**config.mk**
```make
export PLATFORM = sky130hd
export DESIGN_NAME = xrv_muldiv_issue_flat
export DESIGN_NICKNAME = d
export VERILOG_FILES = /design/src/rtl/xrv_pkg.sv /design/src/rtl/xrv_muldiv_issue_if.sv /design/src/rtl/xrv_muldiv_issue.sv /design/src/flat_wrapper.sv
export SDC_FILE = /design/constraint.sdc
export NUM_CORES = 1
export LEC_CHECK = 0
export CAP_MARGIN = 10
export CORE_AREA = 4 4 140 142
export DETAILED_ROUTE_END_ITERATION = 10
export DIE_AREA = 0 0 144 146
export PLACE_DENSITY = 0.65
export SLEW_MARGIN = 20
export SYNTH_ARGS = -nofsm -noshare
export SYNTH_HDL_FRONTEND = slang
export SYNTH_SLANG_ARGS = --single-unit
```
**constraint.sdc**
```tcl
create_clock -name clk -period 4.9 [get_ports clk]
set_clock_uncertainty 0.2 [all_clocks]
set_input_delay 1.47 -clock clk [delete_from_list [all_inputs] [get_ports clk]]
set_output_delay 1.47 -clock clk [all_outputs]
set_load 0.01 [all_outputs]
```
**src/rtl/xrv_pkg.sv**
```systemverilog
// xrv shared definitions for the M-extension issue path.
// Opcodes, FSM state type and default datapath width.
package xrv_pkg;

    localparam int XLEN_DEF = 32;

    localparam logic [2:0] OP_MUL    = 3'd0;
    localparam logic [2:0] OP_MULH   = 3'd1;
    localparam logic [2:0] OP_MULHSU = 3'd2;
    localparam logic [2:0] OP_MULHU  = 3'd3;
    localparam logic [2:0] OP_DIV    = 3'd4;
    localparam logic [2:0] OP_DIVU   = 3'd5;
    localparam logic [2:0] OP_REM    = 3'd6;
    localparam logic [2:0] OP_REMU   = 3'd7;

    typedef enum logic [1:0] {
        IDLE,
        WAIT_MUL,
        WAIT_DIV,
        RESP
    } md_state_t;

    // funct3[2] selects the divider family
    function automatic logic op_is_div(input logic [2:0] op);
        return op[2];
    endfunction

endpackage

```
**src/rtl/xrv_muldiv_issue_if.sv**
```systemverilog
// Request/response handshake bundle between execute/writeback
// and the M-extension issue controller.
interface xrv_muldiv_issue_if
    import xrv_pkg::*;
#(
    parameter int XLEN = XLEN_DEF
);

    logic            req_valid;
    logic            req_ready;
    logic [2:0]      req_optype;
    logic [XLEN-1:0] req_a;
    logic [XLEN-1:0] req_b;
    logic [4:0]      req_rd;

    logic            rsp_valid;
    logic            rsp_ready;
    logic [XLEN-1:0] rsp_result;
    logic [4:0]      rsp_rd;

    modport master (
        output req_valid, req_optype, req_a, req_b, req_rd,
        output rsp_ready,
        input  req_ready,
        input  rsp_valid, rsp_result, rsp_rd
    );

    modport slave (
        input  req_valid, req_optype, req_a, req_b, req_rd,
        input  rsp_ready,
        output req_ready,
        output rsp_valid, rsp_result, rsp_rd
    );

endinterface

```
**src/rtl/xrv_muldiv_issue.sv**
```systemverilog
// Issue controller for xrv_mult / xrv_div: accepts one M-op,
// pulses the chosen unit, waits for its result and hands it back.
module xrv_muldiv_issue
    import xrv_pkg::*;
#(
    parameter int XLEN    = XLEN_DEF,
    parameter int TIMEOUT = 64
) (
    input  logic            clk,
    input  logic            rstb,
    xrv_muldiv_issue_if.slave io,
    input  logic            flush,
    output logic            busy,
    output logic            err,
    output logic            mul_valid,
    output logic [2:0]      mul_optype,
    output logic [XLEN-1:0] mul_a,
    output logic [XLEN-1:0] mul_b,
    input  logic [XLEN-1:0] mul_result,
    input  logic            mul_result_valid,
    output logic            div_valid,
    output logic [2:0]      div_optype,
    output logic [XLEN-1:0] div_dividend,
    output logic [XLEN-1:0] div_divisor,
    input  logic [XLEN-1:0] div_result,
    input  logic            div_result_valid
);

    localparam int TW = $clog2(TIMEOUT + 1);
    localparam logic [TW-1:0] TLIM = TW'(TIMEOUT - 1);

    md_state_t       state;
    logic [2:0]      op_q;
    logic [XLEN-1:0] a_q;
    logic [XLEN-1:0] b_q;
    logic [4:0]      rd_q;
    logic            mul_v_q;
    logic            div_v_q;
    logic            rsp_v_q;
    logic [XLEN-1:0] res_q;
    logic            drop_q;
    logic            err_q;
    logic [TW-1:0]   timer_q;

    logic            accept;
    logic            in_wait;
    logic            unit_rv;
    logic [XLEN-1:0] unit_res;
    logic            tmo_hit;
    logic            finish;

    assign io.req_ready  = (state == IDLE);
    assign accept        = io.req_valid & io.req_ready & ~flush;
    assign in_wait       = (state == WAIT_MUL) | (state == WAIT_DIV);
    assign tmo_hit       = in_wait & ~unit_rv & (timer_q == TLIM);
    assign finish        = in_wait & (unit_rv | tmo_hit);

    assign busy          = (state != IDLE);
    assign err           = err_q;
    assign io.rsp_valid  = rsp_v_q;
    assign io.rsp_result = res_q;
    assign io.rsp_rd     = rd_q;
    assign mul_valid     = mul_v_q;
    assign div_valid     = div_v_q;
    assign mul_optype    = op_q;
    assign div_optype    = op_q;
    assign mul_a         = a_q;
    assign mul_b         = b_q;
    assign div_dividend  = a_q;
    assign div_divisor   = b_q;

    // only the unit we are waiting on may complete the op
    always_comb begin
        unit_rv  = 1'b0;
        unit_res = '0;
        unique case (1'b1)
            state == WAIT_MUL: begin
                unit_rv  = mul_result_valid;
                unit_res = mul_result;
            end
            state == WAIT_DIV: begin
                unit_rv  = div_result_valid;
                unit_res = div_result;
            end
            default: ;
        endcase
    end

    // operand/tag capture; held until the next accept
    always_ff @(posedge clk or negedge rstb) begin
        if (!rstb) begin
            op_q <= '0;
            a_q  <= '0;
            b_q  <= '0;
            rd_q <= '0;
        end else if (accept) begin
            op_q <= io.req_optype;
            a_q  <= io.req_a;
            b_q  <= io.req_b;
            rd_q <= io.req_rd;
        end
    end

    // control FSM, issue pulses and response register
    always_ff @(posedge clk or negedge rstb) begin
        if (!rstb) begin
            state   <= IDLE;
            mul_v_q <= 1'b0;
            div_v_q <= 1'b0;
            rsp_v_q <= 1'b0;
            res_q   <= '0;
        end else begin
            mul_v_q <= 1'b0;
            div_v_q <= 1'b0;
            unique case (state)
                IDLE: begin
                    if (accept) begin
                        mul_v_q <= ~op_is_div(io.req_optype);
                        div_v_q <= op_is_div(io.req_optype);
                        state   <= op_is_div(io.req_optype)
                                   ? WAIT_DIV : WAIT_MUL;
                    end
                end
                WAIT_MUL, WAIT_DIV: begin
                    if (finish) begin
                        res_q <= tmo_hit ? '0 : unit_res;
                        if (drop_q || flush) begin
                            state <= IDLE;
                        end else begin
                            state   <= RESP;
                            rsp_v_q <= 1'b1;
                        end
                    end
                end
                RESP: begin
                    if (flush || io.rsp_ready) begin
                        rsp_v_q <= 1'b0;
                        state   <= IDLE;
                    end
                end
                default: state <= IDLE;
            endcase
        end
    end

    // wait timer, flush-drop marker and sticky timeout error
    always_ff @(posedge clk or negedge rstb) begin
        if (!rstb) begin
            timer_q <= '0;
            drop_q  <= 1'b0;
            err_q   <= 1'b0;
        end else begin
            if (accept || finish) begin
                timer_q <= '0;
                drop_q  <= 1'b0;
            end else if (in_wait) begin
                timer_q <= timer_q + 1'b1;
                if (flush) drop_q <= 1'b1;
            end
            if (tmo_hit) err_q <= 1'b1;
        end
    end

endmodule

```
**src/flat_wrapper.sv**
```systemverilog
// flat-port wrapper written by rule: the top's interface ports become plain ports
module xrv_muldiv_issue_flat import xrv_pkg::*;
#(
    parameter int XLEN    = XLEN_DEF,
    parameter int TIMEOUT = 64
)
  (clk, rstb, flush, busy, err, mul_valid, mul_optype, mul_a, mul_b, mul_result, mul_result_valid, div_valid, div_optype, div_dividend, div_divisor, div_result, div_result_valid, io_req_valid, io_req_optype, io_req_a, io_req_b, io_req_rd, io_rsp_ready, io_req_ready, io_rsp_valid, io_rsp_result, io_rsp_rd);
  xrv_muldiv_issue_if #(.XLEN(XLEN)) io_i ();
  input  logic clk;
  input  logic rstb;
  input  logic flush;
  output logic busy;
  output logic err;
  output logic mul_valid;
  output logic [2:0] mul_optype;
  output logic [XLEN-1:0] mul_a;
  output logic [XLEN-1:0] mul_b;
  input  logic [XLEN-1:0] mul_result;
  input  logic mul_result_valid;
  output logic div_valid;
  output logic [2:0] div_optype;
  output logic [XLEN-1:0] div_dividend;
  output logic [XLEN-1:0] div_divisor;
  input  logic [XLEN-1:0] div_result;
  input  logic div_result_valid;
  input wire logic [$bits(io_i.req_valid)-1:0] io_req_valid;
  input wire logic [$bits(io_i.req_optype)-1:0] io_req_optype;
  input wire logic [$bits(io_i.req_a)-1:0] io_req_a;
  input wire logic [$bits(io_i.req_b)-1:0] io_req_b;
  input wire logic [$bits(io_i.req_rd)-1:0] io_req_rd;
  input wire logic [$bits(io_i.rsp_ready)-1:0] io_rsp_ready;
  output wire logic [$bits(io_i.req_ready)-1:0] io_req_ready;
  output wire logic [$bits(io_i.rsp_valid)-1:0] io_rsp_valid;
  output wire logic [$bits(io_i.rsp_result)-1:0] io_rsp_result;
  output wire logic [$bits(io_i.rsp_rd)-1:0] io_rsp_rd;
  assign io_i.req_valid = io_req_valid;
  assign io_i.req_optype = io_req_optype;
  assign io_i.req_a = io_req_a;
  assign io_i.req_b = io_req_b;
  assign io_i.req_rd = io_req_rd;
  assign io_i.rsp_ready = io_rsp_ready;
  assign io_req_ready = io_i.req_ready;
  assign io_rsp_valid = io_i.rsp_valid;
  assign io_rsp_result = io_i.rsp_result;
  assign io_rsp_rd = io_i.rsp_rd;
  xrv_muldiv_issue #(.XLEN(XLEN), .TIMEOUT(TIMEOUT)) u_core (.clk(clk), .rstb(rstb), .io(io_i), .flush(flush), .busy(busy), .err(err), .mul_valid(mul_valid), .mul_optype(mul_optype), .mul_a(mul_a), .mul_b(mul_b), .mul_result(mul_result), .mul_result_valid(mul_result_valid), .div_valid(div_valid), .div_optype(div_optype), .div_dividend(div_dividend), .div_divisor(div_divisor), .div_result(div_result), .div_result_valid(div_result_valid));
endmodule
```
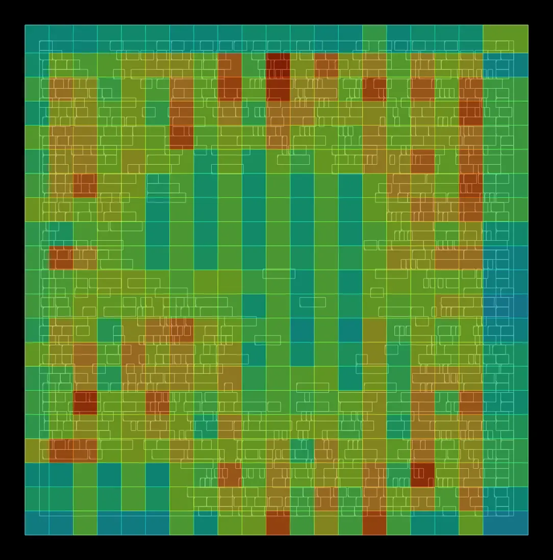
(images/congestion_map.png)
Top Usage Layer GRT: met2
GRT Resource Usage Total: 0.1608

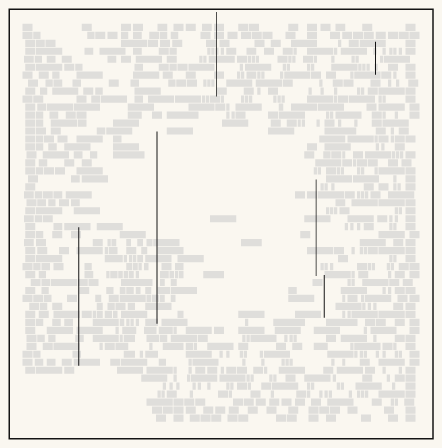
(images/m4.png)
Cells faint in the background.
share of all routed wire = 1.1%
longest straight run = 65.3 um
main direction = vertical
wire length on this layer = 199 um

==> results.json <==
{
  "finalHoldViolCount": 0,
  "grt_setup_unrepaired": "false",
  "cts.sinks": 118,
  "start_kind": "flop",
  "final_cell_mix": "318 x clkdlybuf4s50_1, 224 x nand2_1, 118 x dfrtp_1",
  "r2r_setup_slack_ns": 2.40,
  "warnings": 30,
  "most_common_cell": "nand2_1",
  "synthTopCellsByCount": "224 x nand2_1, 118 x dfrtp_1, 70 x buf_4, 33 x a22oi_1, 32 x o2bb2ai_1",
  "path_clk_slew_ns": 0.06,
  "coreArea_um2": 18460,
  "worst_slew_pin_slew_ns": 0.7137,
  "crit_path_start": "u_core.state[0]",
  "cp_data_required_time_ns": 3.23,
  "finalNonFillerCells": 1058,
  "postRouteAntennaNets": 0,
  "ys_top_logic_family": "simple AND/OR/NAND/NOR gates",
  "syn-cell-area_um2": 5393,
  "rr_startpoint": "u_core.state[1]",
  "cts_hold_buf": 0,
  "synth_top_area_share": 0.5476,
  "crit_fanout": 4,
  "hp-class": "reg2reg",
  "tns_ns": 0,
  "area_growth_pct": 67.19,
  "route.detailed.drc": 0,
  "synth_nets": 717,
  "clock_latency_ns": 0.41,
  "edf_count": 0,
  "avgSynthCellArea_um2": 9.494,
  "ys_sh_mux": 0.006032,
  "gp_congestion": 0.7524,
  "yosys.area_share.aoi": 0.1241,
  "antenna_found_initial": 0,
  "fillers": 1738,
  "ys_area_um2": 5393,
  "cts_resized": 0,
  "status": "finished, final reports clean",
  "flop_cell": "dfrtp_1",
  "die-area_um2": 21020,
  "yosys_warnings": 0,
  "postCtsSetupBuffers": 0,
  "p_leak_nw": 4.010,
  "ys_types": 37,
  "fin_crit_sh": 0.7093,
  "ir_worst_vdd_v": 0.0002540,
  "numCtsBuffers": 17,
  "io_pins": 320,
  "finalSetupViolations": 0,
  "min_from": "u_core.io.rsp_rd[4]",
  "cts_tree": "yes",
  "diodes": 0,
  "dr.pass1.iters": 4,
  "portBuffers": 319,
  "via_per_inst": 4.514,
  "drt_iter0_markers": 193,
  "cp-end-kind": "output pin",
  "async_reset_ff_frac": 1.000,
  "cts_root_buf": "clkbuf_16",
  "final_area_um2": 9016,
  "ys_seq_share": 0.5476,
  "synthAdderAreaFrac": 0.01392,
  "place_area_um2": 8317,
  "drv_slew": 0,
  "chipHeight_um": 146,
  "final_nets": 960
}
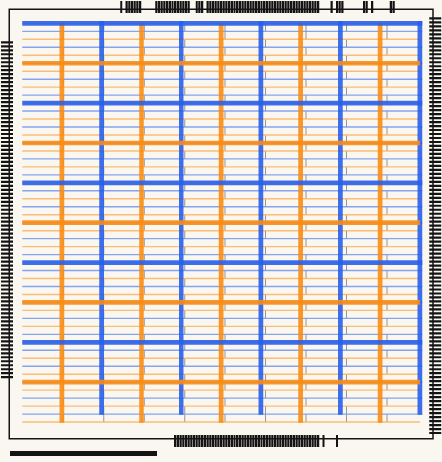
(images/floorplan.png)
Scale bar: 50 um. Pins as bars on the die edge. Tap cells in gray.
blue -> VDD
orange -> VSS
signal pins = 320
met1 rails = 51
met5 straps = 10
met4 straps = 10
tap cells = 234

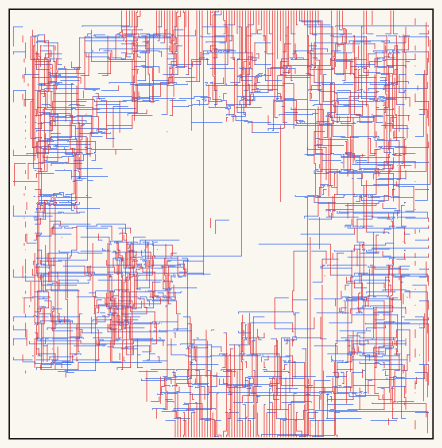
(images/layers.png)
Only two layers are drawn.
red -> M2  # wire length 8600 um
blue -> M1  # wire length 6960 um
WL final: 17590 um
DR WL/cell: 16.62 um
total number of vias: 4776

## critical path, cell delays in order, from the launching register on
cell and delay, ns:
dfrtp_1 0.39, inv_1 0.09, ha_1 0.26, inv_1 0.10, clkdlybuf4s50_1 0.55
## sequential cells by signal, indices dropped and copies added (netlist names)
name,count
u_core.div_optype,3
u_core.timer_q,7
u_core.io.rsp_result,32
u_core.div_valid,1
u_core.drop_q,1
u_core.div_dividend,32
u_core.io.rsp_valid,1
u_core.err,1
u_core.mul_valid,1
u_core.io.rsp_rd,5
u_core.state,2
u_core.div_divisor,32
## cells by family after synthesis
group,after synthesis
AND/OR/NAND/NOR,248
flip-flops,118
buffers and inverters,108
AND-OR/OR-AND,85
adder cells (fa/ha/maj),6
multiplexers,3
## through the flow
stage | total power (W) | setup slack, ns | util
after floorplan | 0.003114 | 2.116 | -
after global placement | 0.004497 | 1.441 | 0.4506
after detailed placement | 0.004530 | 1.406 | 0.4506
after CTS | 0.006038 | 1.369 | 0.4885
after global routing | 0.006317 | 1.298 | 0.4885
final | 0.005952 | 1.424 | 0.4885
## metal layers
layer	GRT usage	share of wire	up-vias	routed length [um]
li1	-	-	2298	-
met1	0.1905	0.40	2234	6956
met2	0.2698	0.49	228	8600
met3	0.06178	0.10	16	1830
met4	0.04661	0.011	0	198
met5	0	0	-	0
## where the power goes
part	total (W)	internal (W)	switching [W]
combinational	0.00276	0.00154	0.00122
clock	0.00147	0.00101	0.000459
sequential	0.00173	0.00140	0.000330
## area by class of cell
class,count,area (um^2),area share
Tap cell,234,292.8,0.03247
Sequential cell,118,2953,0.3275
Clock buffer,21,480.5,0.05329
Timing Repair Buffer,326,3281,0.3639
Inverter,6,22.52,0.002498
Multi-Input combinational cell,342,1768,0.1961
Clock inverter,11,219.0,0.02429
Power and IR drop assume default switching activity.
